**config.mk**
```make
export PLATFORM = sky130hd
export DESIGN_NAME = ps2_keyboard
export DESIGN_NICKNAME = d
export VERILOG_FILES = /design/src/rtl/ps2_keyboard_pkg.sv /design/src/rtl/ps2_keyboard_rx.sv /design/src/rtl/ps2_keyboard.sv
export SDC_FILE = /design/constraint.sdc
export NUM_CORES = 1
export LEC_CHECK = 0
export ABC_AREA = 1
export ABC_CLOCK_PERIOD_IN_PS = 2100
export CAP_MARGIN = 15
export CORE_MARGIN = 10
export CORE_UTILIZATION = 60
export DETAILED_ROUTE_END_ITERATION = 8
export PLACE_DENSITY = 0.89
export SKIP_CTS_REPAIR_TIMING = 1
export SYNTH_ARGS = -nofsm -noshare
export SYNTH_HDL_FRONTEND = slang
export SYNTH_SLANG_ARGS = --single-unit
```
**constraint.sdc**
```tcl
create_clock -name clk -period 2.1 [get_ports clk]
set_clock_uncertainty 0.1 [all_clocks]
set_input_delay 0.42 -clock clk [delete_from_list [all_inputs] [get_ports clk]]
set_output_delay 0.42 -clock clk [all_outputs]
set_load 0.02 [all_outputs]
```
**src/rtl/ps2_keyboard_pkg.sv**
```systemverilog
// PS/2 scancode-set-2 constants, decoder state encoding and symbol lookup.
// Latency: n/a (declarations and a pure combinational helper).
// Backpressure: n/a.
package ps2_keyboard_pkg;

  // Prefix and command scancodes
  localparam logic [7:0] PS2_EXT    = 8'hE0;
  localparam logic [7:0] PS2_BRK    = 8'hF0;
  localparam logic [7:0] PS2_LSHIFT = 8'h12;
  localparam logic [7:0] PS2_RSHIFT = 8'h59;
  localparam logic [7:0] PS2_BKSP   = 8'h66;
  localparam logic [7:0] PS2_LEFT   = 8'h6B;
  localparam logic [7:0] PS2_RIGHT  = 8'h74;

  // Keypad symbols, identical with or without shift
  localparam logic [7:0] PS2_KP_PLUS  = 8'h79;
  localparam logic [7:0] PS2_KP_STAR  = 8'h7C;
  localparam logic [7:0] PS2_KP_MINUS = 8'h7B;

  // Decoder state: what prefix bytes have been seen so far
  typedef enum logic [1:0] {
    ST_IDLE    = 2'd0,
    ST_BRK     = 2'd1,
    ST_EXT     = 2'd2,
    ST_EXT_BRK = 2'd3
  } dec_state_t;

  // Map a make code to 7-bit ASCII; 0 means the key produces no symbol.
  function automatic logic [6:0] ps2_symbol(input logic [7:0] code, input logic shift);
    logic [6:0] sym;
    sym = 7'h00;
    case (code)
      PS2_KP_PLUS:  sym = 7'h2B;
      PS2_KP_STAR:  sym = 7'h2A;
      PS2_KP_MINUS: sym = 7'h2D;
      default: begin
        if (shift) begin
          case (code)
            8'h55:   sym = 7'h2B; // '+'
            8'h3E:   sym = 7'h2A; // '*'
            8'h46:   sym = 7'h28; // '('
            8'h45:   sym = 7'h29; // ')'
            default: sym = 7'h00;
          endcase
        end else begin
          case (code)
            8'h45:   sym = 7'h30;
            8'h16:   sym = 7'h31;
            8'h1E:   sym = 7'h32;
            8'h26:   sym = 7'h33;
            8'h25:   sym = 7'h34;
            8'h2E:   sym = 7'h35;
            8'h36:   sym = 7'h36;
            8'h3D:   sym = 7'h37;
            8'h3E:   sym = 7'h38;
            8'h46:   sym = 7'h39;
            8'h22:   sym = 7'h78; // 'x'
            8'h4E:   sym = 7'h2D; // '-'
            8'h4A:   sym = 7'h2F; // '/'
            8'h49:   sym = 7'h2E; // '.'
            default: sym = 7'h00;
          endcase
        end
      end
    endcase
    return sym;
  endfunction

endpackage

```
**src/rtl/ps2_keyboard_rx.sv**
```systemverilog
// PS/2 frame receiver: synchronise pins, sample data on ps2_clk falls, validate 11-bit frames.
// Latency: o_byte_vld / o_frame_err 4 clk after the stop-bit falling edge at the pin.
// Backpressure: none; bytes arrive far slower than clk and are consumed immediately.
module ps2_keyboard_rx #(
  parameter int TIMEOUT_CYCLES = 25175
) (
  input  logic       clk,
  input  logic       rst_n,
  input  logic       ps2_clk,
  input  logic       ps2_data,
  output logic [7:0] o_byte,
  output logic       o_byte_vld,
  output logic       o_frame_err
);

  localparam int TW = $clog2(TIMEOUT_CYCLES);
  localparam logic [TW-1:0] TO_LAST = TW'(TIMEOUT_CYCLES - 1);

  logic [1:0]    r_clk_sync;
  logic [1:0]    r_dat_sync;
  logic          r_clk_prev;
  logic          r_fall;
  logic          r_dat_smp;
  logic [10:0]   r_shift;
  logic [3:0]    r_bit_cnt;
  logic [TW-1:0] r_to_cnt;
  logic [7:0]    r_byte;
  logic          r_byte_vld;
  logic          r_frame_err;

  logic [10:0]   w_shift_nxt;
  logic          w_frame_ok;
  logic          w_to_hit;

  // Two-stage synchronisers; the bus idles high so reset them to 1
  always_ff @(posedge clk or negedge rst_n) begin
    if (!rst_n) begin
      r_clk_sync <= 2'b11;
      r_dat_sync <= 2'b11;
    end else begin
      r_clk_sync <= {r_clk_sync[0], ps2_clk};
      r_dat_sync <= {r_dat_sync[0], ps2_data};
    end
  end

  // Registered falling-edge strobe with the data bit aligned to it
  always_ff @(posedge clk or negedge rst_n) begin
    if (!rst_n) begin
      r_clk_prev <= 1'b1;
      r_fall     <= 1'b0;
      r_dat_smp  <= 1'b1;
    end else begin
      r_clk_prev <= r_clk_sync[1];
      r_fall     <= r_clk_prev & ~r_clk_sync[1];
      r_dat_smp  <= r_dat_sync[1];
    end
  end

  // Bits arrive LSB first, so shift in from the top; after 11 bits [0]=start, [10]=stop
  assign w_shift_nxt = {r_dat_smp, r_shift[10:1]};
  assign w_frame_ok  = ~w_shift_nxt[0] & w_shift_nxt[10] & (^w_shift_nxt[9:1]);
  assign w_to_hit    = (r_bit_cnt != 4'd0) && (r_to_cnt == TO_LAST);

  // Frame assembly, frame check and partial-frame timeout
  always_ff @(posedge clk or negedge rst_n) begin
    if (!rst_n) begin
      r_shift     <= '1;
      r_bit_cnt   <= 4'd0;
      r_to_cnt    <= '0;
      r_byte      <= 8'h00;
      r_byte_vld  <= 1'b0;
      r_frame_err <= 1'b0;
    end else begin
      r_byte_vld  <= 1'b0;
      r_frame_err <= 1'b0;
      if (r_fall) begin
        r_to_cnt <= '0;
        r_shift  <= w_shift_nxt;
        if (r_bit_cnt == 4'd10) begin
          r_bit_cnt <= 4'd0;
          if (w_frame_ok) begin
            r_byte     <= w_shift_nxt[8:1];
            r_byte_vld <= 1'b1;
          end else begin
            r_frame_err <= 1'b1;
          end
        end else begin
          r_bit_cnt <= r_bit_cnt + 4'd1;
        end
      end else begin
        // Saturate so a long idle bus never wraps back into a false timeout
        if (r_to_cnt != TO_LAST) begin
          r_to_cnt <= r_to_cnt + 1'b1;
        end
        if (w_to_hit) begin
          r_bit_cnt   <= 4'd0;
          r_frame_err <= 1'b1;
        end
      end
    end
  end

  assign o_byte      = r_byte;
  assign o_byte_vld  = r_byte_vld;
  assign o_frame_err = r_frame_err;

endmodule

```
**src/rtl/ps2_keyboard.sv**
```systemverilog
// PS/2 keyboard front end: decodes scancodes into left/right/backspace/symbol pulses.
// Latency: command pulse 1 clk after byte_valid, i.e. 5 clk after the stop-bit edge.
// Backpressure: none; every output is a single-cycle pulse the consumer must absorb.
module ps2_keyboard
  import ps2_keyboard_pkg::*;
#(
  parameter int SYMBOL_WIDTH   = 7,
  parameter int TIMEOUT_CYCLES = 25175
) (
  input  logic                    clk,
  input  logic                    rst_n,
  input  logic                    ps2_clk,
  input  logic                    ps2_data,
  output logic                    left,
  output logic                    right,
  output logic                    backspace,
  output logic [SYMBOL_WIDTH-1:0] symbol,
  output logic                    frame_error
);

  logic [7:0]              w_byte;
  logic                    w_byte_vld;
  logic                    w_frame_err;

  dec_state_t              r_state;
  logic                    r_shift_held;
  logic                    r_left;
  logic                    r_right;
  logic                    r_bksp;
  logic [SYMBOL_WIDTH-1:0] r_sym;

  ps2_keyboard_rx #(
    .TIMEOUT_CYCLES (TIMEOUT_CYCLES)
  ) u_rx (
    .clk         (clk),
    .rst_n       (rst_n),
    .ps2_clk     (ps2_clk),
    .ps2_data    (ps2_data),
    .o_byte      (w_byte),
    .o_byte_vld  (w_byte_vld),
    .o_frame_err (w_frame_err)
  );

  // Prefix-tracking decoder with registered single-cycle command outputs
  always_ff @(posedge clk or negedge rst_n) begin
    if (!rst_n) begin
      r_state      <= ST_IDLE;
      r_shift_held <= 1'b0;
      r_left       <= 1'b0;
      r_right      <= 1'b0;
      r_bksp       <= 1'b0;
      r_sym        <= '0;
    end else begin
      r_left  <= 1'b0;
      r_right <= 1'b0;
      r_bksp  <= 1'b0;
      r_sym   <= '0;
      if (w_byte_vld) begin
        case (r_state)
          ST_IDLE: begin
            if (w_byte == PS2_EXT) begin
              r_state <= ST_EXT;
            end else if (w_byte == PS2_BRK) begin
              r_state <= ST_BRK;
            end else if (w_byte == PS2_LSHIFT || w_byte == PS2_RSHIFT) begin
              r_shift_held <= 1'b1;
            end else if (w_byte == PS2_BKSP) begin
              r_bksp <= 1'b1;
            end else begin
              // Unknown codes (including E1) map to 0 and so emit nothing
              r_sym <= SYMBOL_WIDTH'(ps2_symbol(w_byte, r_shift_held));
            end
          end
          ST_BRK: begin
            if (w_byte == PS2_LSHIFT || w_byte == PS2_RSHIFT) begin
              r_shift_held <= 1'b0;
            end
            r_state <= ST_IDLE;
          end
          ST_EXT: begin
            if (w_byte == PS2_BRK) begin
              r_state <= ST_EXT_BRK;
            end else begin
              r_left  <= (w_byte == PS2_LEFT);
              r_right <= (w_byte == PS2_RIGHT);
              r_state <= ST_IDLE;
            end
          end
          ST_EXT_BRK: r_state <= ST_IDLE;
          default:    r_state <= ST_IDLE;
        endcase
      end
    end
  end

  assign left        = r_left;
  assign right       = r_right;
  assign backspace   = r_bksp;
  assign symbol      = r_sym;
  assign frame_error = w_frame_err;

endmodule
```
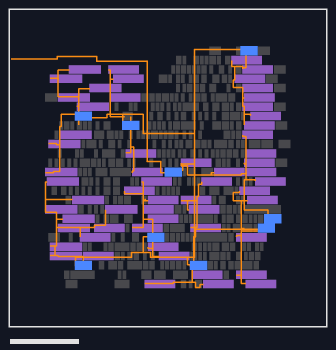
Fig. 1. Clock wires, drivers and flops (run 1).
Scale bar: 20 um.
[orange] clock wires | length: 718 um
[blue] clock drivers | count: 9
[purple] flip-flops | count: 59
routed clock nets: 10
clock network fraction of total power: 0.374
Clk power: 1.12 mW
worst skew pair latency: 0.35 ns

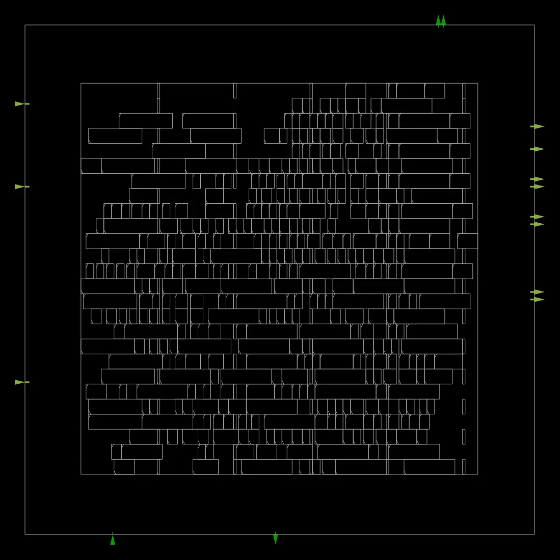
Fig. 2. Cell outlines without signal wires (run 1).
n_taps: 70
final cell count without fillers: 494

==> results.yml, run 1 <==
# generated from flow reports
final_timing:
  worstMarginPinSlew_ns: 0.398
  setup_viol_count_final: 0
  timing_max_transition_violations_final: 0
  final_hold_viol_count: 0
  fin_ws_ns: 0.247
grt:
  number_of_antenna_violations_at_the_first_check_in_global_routing: 0
  grt_use_total: 0.163
  globalRoute.totalOverflow: 0
  gr-usage-met2: 0.281
power:
  pwr.group.sequential_mw: 1.40
  leakagePower_nw: 1.75
cells_and_area:
  nNonClkInverters: 55
  nets: 428
  final.clkbuf_count: 9
  layout.area.top_class: "flip-flops and latches"
  layout.nonclk_buf_frac: 0.0502
  area_occupied_by_registers_sq_mm: 0.00150
  flop_share_of_the_area: 0.417
  final-clk-cell-share: 0.0603
outcome:
  run_status: "complete, no violations"
synth:
  yosys.cell_count.top_type: "nand2_1"
  edf_count: 0
  fp_nets: 403
  yosys_warn_count: 0
  yosys-dominant-comb-family: "simple AND/OR/NAND/NOR gates"
  synth.cellmix.simpleShare: 0.332
  synthesis.instances: 394
critical_path:
  cp_data_required_time_ns: 2.24
  cp_max_stage_cell: "dfrtp_1"
  startpoint: "u_rx.r_to_cnt[0]$_DFFE_PN0P_"
  cells_traversed_along_the_worst_timing_path: "ha_1, nand4_1, nor2_2, nand3_1, nor2_1, nand3_1, xor2_1, nor2_1"
  worst-path-stages: 8
  timing.reg2reg.worst_path_depth: 8
  cp_top_family: "simple AND/OR/NAND/NOR gates"
routing:
  wirelength_met1_um: 2640
  drt_drc_violations_left: 0
  detailedRoute.firstPassIterationCount: 5
placement:
  post_placement_cell_area_sq_mm: 0.00336
die:
  die_height_um: 92.1
  io_pins: 15
  die_width_um: 92.1
  floorplan.initialDensity: 0.615
  count_of_standard_cell_rows: 26
clock_network:
  cts_tree: "built"
  clock_tree.root_cell: "clkbuf_8"
flow_run:
  warning_count: 29
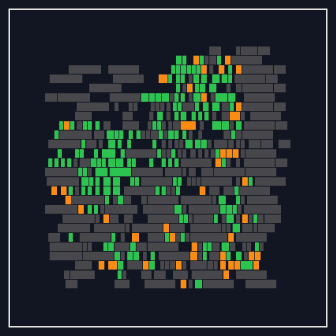
Fig. 3. Selected gate families (run 1).
[orange] aoi and oai cells | cells: 43
[green] nand cells | cells: 161
fraction of area in multi-input gates: 0.391
most frequent standard cell in the layout excluding fill and tap cells: nand2_1

==> run 2: changes to the inputs <==
--- a/config.mk
+++ b/config.mk
@@ -11,6 +11,7 @@
 export CORE_MARGIN = 10
 export CORE_UTILIZATION = 60
 export DETAILED_ROUTE_END_ITERATION = 8
+export GPL_ROUTABILITY_DRIVEN = 1
 export PLACE_DENSITY = 0.89
 export SKIP_CTS_REPAIR_TIMING = 1
 export SYNTH_ARGS = -nofsm -noshare
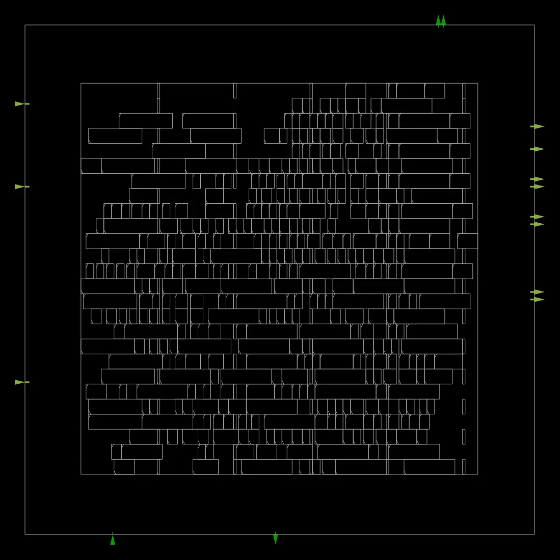
Fig. 4. Cell outlines without signal wires (run 2).
Filler cells: 416
count of standard-cell rows: 26

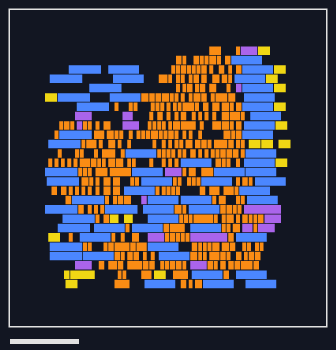
Fig. 5. Placed cells, one color a class (run 2).
Scale bar: 20 um.
[purple] clock drivers and dummy loads | cells: 16 | share of their area: 6.2%
[orange] combinational and other logic | cells: 331 | share of their area: 46%
[blue] sequential cells | cells: 59 | share of their area: 43%
[yellow] remaining buffers and delay cells | cells: 18 | share of their area: 5.1%
post-route core utilization: 0.707
core region area: 0.00507 sq mm
post-route cell area: 0.00359 sq mm

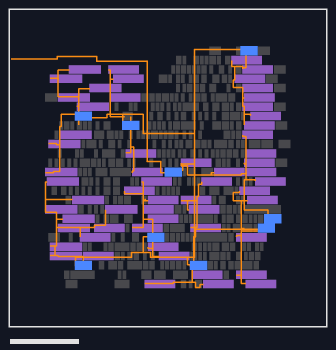
Fig. 6. Clock wires, drivers and flops (run 2).
Scale bar: 20 um.
[blue] clock drivers | count: 9
[orange] clock wires | length: 718 um
[purple] flip-flops | count: 59
routed clock nets: 10

==> run 2 against run 1 <==
Against the previous run: critical path type unchanged; cell count unchanged; final area is the same; die area unchanged; sequential power hardly changed.
==> results.yml, run 2 <==
# generated from flow reports
die:
  floorplan.initialDensity: 0.615
  die_width_um: 92.1
  io_pins: 15
critical_path:
  startpoint: "u_rx.r_to_cnt[0]$_DFFE_PN0P_"
  cells_traversed_along_the_worst_timing_path: "ha_1, nand4_1, nor2_2, nand3_1, nor2_1, nand3_1, xor2_1, nor2_1"
  worst-path-stages: 8
  cp_max_stage_cell: "dfrtp_1"
  timing.reg2reg.worst_path_depth: 8
  cp_data_required_time_ns: 2.24
synth:
  edf_count: 0
  yosys.cell_count.top_type: "nand2_1"
  synth.cellmix.simpleShare: 0.332
final_timing:
  setup_viol_count_final: 0
grt:
  number_of_antenna_violations_at_the_first_check_in_global_routing: 0
  gr-usage-met2: 0.281
  globalRoute.totalOverflow: 0
outcome:
  run_status: "complete, no violations"
cells_and_area:
  layout_top_cell: "nand2_1"
  layout.nonclk_buf_frac: 0.0502
  comb-cell-share: 0.391
  final.clkbuf_count: 9
  final-clk-cell-share: 0.0603
  flop_share_of_the_area: 0.417
clock_network:
  cts_tree: "built"
  worstSkewPairLatency_ns: 0.35
routing:
  detailedRoute.firstPassIterationCount: 5
power:
  leakagePower_nw: 1.75
Power figures rest on the tool's default switching activity, not on a simulated workload.
